==> images/met1.png <==
Drawn at 4 px/µm. Supply wires on this layer in grey.
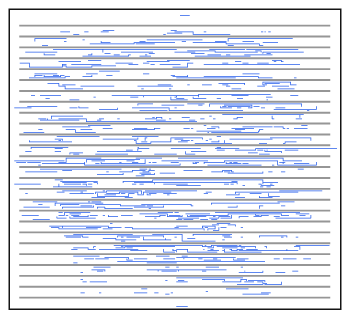
==> images/final_placement.png <==
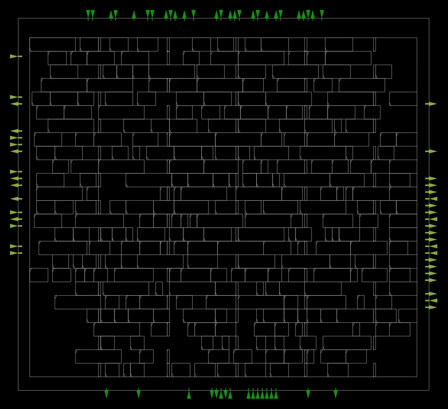
[config.mk]
export PLATFORM = sky130hd
export DESIGN_NAME = fetch_ctrl
export DESIGN_NICKNAME = d
export VERILOG_FILES = /design/src/rtl/fetch_ctrl.sv
export SDC_FILE = /design/constraint.sdc
export NUM_CORES = 1
export LEC_CHECK = 0
export CORE_ASPECT_RATIO = 0.9
export CORE_MARGIN = 2
export CORE_UTILIZATION = 30
export CTS_BUF_LIST = sky130_fd_sc_hd__clkbuf_8
export CTS_CLUSTER_DIAMETER = 50
export DETAILED_ROUTE_END_ITERATION = 6
export GPL_TIMING_DRIVEN = 0
export PLACE_DENSITY = 0.64
export SETUP_SLACK_MARGIN = 0.5
export SLEW_MARGIN = 15
export SYNTH_ARGS = -nofsm -noshare
export SYNTH_HDL_FRONTEND = slang
export SYNTH_SLANG_ARGS = --single-unit
[constraint.sdc]
create_clock -name clk -period 1.85 [get_ports clk]
set_input_delay 0.185 -clock clk [delete_from_list [all_inputs] [get_ports clk]]
set_output_delay 0.185 -clock clk [all_outputs]
set_load 0.05 [all_outputs]
[src/rtl/fetch_ctrl.sv]
// Instruction fetch: drives the PC register, reads program memory, hands words to decode, applies redirects.
// Define FETCH_TIMEOUT_EN to add a request watchdog with a sticky ERR state.
module fetch_ctrl #(
  parameter int IW      = 16,
  parameter int TIMEOUT = 16
) (
  input  logic          clk,
  input  logic          reset,
  input  logic [7:0]    pc_addr,
  output logic          pc_en,
  output logic [7:0]    pc_d,
  output logic          mem_req,
  output logic [7:0]    mem_addr,
  input  logic          mem_ack,
  input  logic [IW-1:0] mem_rdata,
  output logic          instr_valid,
  input  logic          instr_ready,
  output logic [IW-1:0] instr_data,
  output logic [7:0]    instr_pc,
  input  logic          br_valid,
  input  logic [7:0]    br_target,
  output logic          fetch_err
);

  typedef enum logic [2:0] {
    IDLE,
    FETCH,
    DRAIN,
    HOLD
`ifdef FETCH_TIMEOUT_EN
    , ERR
`endif
  } state_t;

  // The watchdog counter is 8 bits wide.
  if (TIMEOUT < 1 || TIMEOUT > 255) begin : g_timeout_range
    $error("fetch_ctrl: TIMEOUT must be in 1..255");
  end

  state_t        state_q, state_d;
  logic [7:0]    addr_q, addr_d;
  logic [IW-1:0] data_q, data_d;
  logic [7:0]    br_pc_d;

  // The PC register adds one on load, so redirects supply target-1.
  assign br_pc_d = br_target - 8'd1;

`ifdef FETCH_TIMEOUT_EN
  localparam logic [7:0] TO_LAST = 8'(TIMEOUT - 1);
  logic [7:0] cnt_q, cnt_d;
`endif

  always_comb begin
    state_d     = state_q;
    addr_d      = addr_q;
    data_d      = data_q;
    pc_en       = 1'b0;
    pc_d        = 8'h00;
    mem_req     = 1'b0;
    mem_addr    = 8'h00;
    instr_valid = 1'b0;
    instr_data  = '0;
    instr_pc    = 8'h00;

    case (state_q)
      IDLE: state_d = FETCH;

      FETCH: begin
        mem_req  = 1'b1;
        mem_addr = pc_addr;
        addr_d   = pc_addr;
        if (br_valid) begin
          // Without an ack the request is still open and must be drained at the old address.
          pc_en   = 1'b1;
          pc_d    = br_pc_d;
          state_d = mem_ack ? FETCH : DRAIN;
        end else if (mem_ack) begin
          data_d  = mem_rdata;
          state_d = HOLD;
        end
      end

      DRAIN: begin
        mem_req  = 1'b1;
        mem_addr = addr_q;
        if (br_valid) begin
          pc_en = 1'b1;
          pc_d  = br_pc_d;
        end
        if (mem_ack) state_d = FETCH;
      end

      HOLD: begin
        instr_valid = !br_valid;
        instr_data  = data_q;
        instr_pc    = pc_addr;
        if (br_valid) begin
          pc_en   = 1'b1;
          pc_d    = br_pc_d;
          state_d = FETCH;
        end else if (instr_ready) begin
          pc_en   = 1'b1;
          pc_d    = pc_addr;
          state_d = FETCH;
        end
      end

      default: ;
    endcase

`ifdef FETCH_TIMEOUT_EN
    cnt_d = cnt_q;
    if (mem_req && !mem_ack) begin
      if (cnt_q == TO_LAST) state_d = ERR;
      else                  cnt_d   = cnt_q + 8'd1;
    end
    if (state_d != state_q || mem_ack) cnt_d = 8'h00;
`endif
  end

  always_ff @(posedge clk or posedge reset) begin
    if (reset) begin
      state_q <= IDLE;
      addr_q  <= 8'h00;
      data_q  <= '0;
    end else begin
      state_q <= state_d;
      addr_q  <= addr_d;
      data_q  <= data_d;
    end
  end

`ifdef FETCH_TIMEOUT_EN
  always_ff @(posedge clk or posedge reset) begin
    if (reset) cnt_q <= 8'h00;
    else       cnt_q <= cnt_d;
  end

  assign fetch_err = (state_q == ERR);
`else
  assign fetch_err = 1'b0;
`endif

endmodule

==> impl_metrics.tcl <==
# metrics dict for downstream scripts
set metrics [dict create \
    outcome "finished, violations left" \
    violations_in_the_final_reports "negative setup slack" \
    synth.cellmix.adderShare_pct 3.76 \
    total_leakage_power_nw 1.67 \
    timing.final.crit_period_ns 2.00 \
    drtIter0Drc 34 \
    number_of_cells_produced_by_synthesis 183 \
    post-route-util_pct 70.6 \
    n_all_inverters 15 \
    synth_flop_count 26 \
    holdCritPathClass "in2async" \
    clock_latency_ns 0.27 \
    well_tap_count 67 \
    pre_cts_ws_ns -1.19 \
    clk_pin_slew_worst_paths_ns 0.09 \
    finalSetupViolations 24 \
    route.final.wire_length_um 5850 \
    yosys_stat_chip_area_um2 1660 \
    post_synth_main_area_contributors "sky130_fd_sc_hd__dfrtp_1 (39%), sky130_fd_sc_hd__mux2_2 (11%), sky130_fd_sc_hd__and2_1 (9.0%)" \
    lay_top_count "sky130_fd_sc_hd__clkdlybuf4s50_1" \
    clkCellAreaFrac_pct 1.21 \
    vdd.ir_drop.worst_mv 1.03 \
    port-buffer-count 79 \
    hold_viol_final 0 \
    drt_pass1_iterations 4 \
    critical_path_required_ns 1.66 \
    die_area_um2 6160 \
    floorplan.die.height_um 74.6 \
    mappedNetlistArea_um2 1660 \
    synth.cellmix.compoundShare_pct 15.6 \
    internal_power_mw 4.17 \
    grt_antenna_before_repair 0 \
    grt_setup_unrepaired "true" \
    ff_latch_area_um2 653 \
    crit_slowest_cell "sky130_fd_sc_hd__dfrtp_2" \
    drt.antenna.violating_nets 0 \
    dp_hpwl_um 3730 \
    worst_slack_ns -0.154 \
]
-- met1.png (at the start) --
The longest straight run is 36.8 µm. The layer carries 2590 µm of wire.

-- final_placement.png (at the start) --
core area: 5290 µm²
FILL cells: 386

-- what timing repair did --
action / 4_1_cts / 5_1_grt
pin swaps: 12 / 19
endpoints found under the setup margin: 62 / 71
cloned: 3 / 1
buffers inserted: 10 / 13
gates resized: 358 / 64
-- power by group through the flow --
stage | registers (mW) | logic (mW) | clock network [mW]
5_1_grt | 1.10 | 6.66 | 0.369
2_1_floorplan | 1.01 | 3.59 | 0
3_5_place_dp | 1.06 | 4.72 | 0
6_report | 1.07 | 6.37 | 0.337
3_3_place_gp | 1.05 | 4.70 | 0
4_1_cts | 1.04 | 5.56 | 0.342
-- cell usage after synthesis, types with 3 or more instances --
| cell | instances |
|---|---|
| sky130_fd_sc_hd__dfrtp_1 | 26 |
| sky130_fd_sc_hd__and2_1 | 24 |
| sky130_fd_sc_hd__a21boi_0 | 8 |
| sky130_fd_sc_hd__nor2b_1 | 3 |
| sky130_fd_sc_hd__nand2_1 | 18 |
| sky130_fd_sc_hd__mux2_2 | 16 |
| sky130_fd_sc_hd__inv_1 | 15 |
| sky130_fd_sc_hd__a311oi_1 | 3 |
| sky130_fd_sc_hd__nor2_1 | 9 |
| sky130_fd_sc_hd__o21ai_0 | 12 |
| sky130_fd_sc_hd__clkbuf_1 | 10 |
| sky130_fd_sc_hd__ha_1 | 5 |
-- critical path, delay by kind of cell, from the launching register on --
family | cells | cell delay [ns]
buf+inv | 2 | 0.24
compound gates | 3 | 0.57
fa+ha+maj | 1 | 0.28
flops | 1 | 0.45
-- per-layer routing --
| metal | GRT usage (%) | vias to the layer above | part of all wire, % |
|---|---|---|---|
| met4 | 2.22 | 0 | 0.68 |
| met5 | 0 | - | 0 |
| met1 | 26.9 | 836 | 44 |
| met3 | 3.84 | 4 | 4.6 |
| met2 | 28.4 | 44 | 50 |
| li1 | - | 848 | - |
Power and IR drop assume default switching activity.
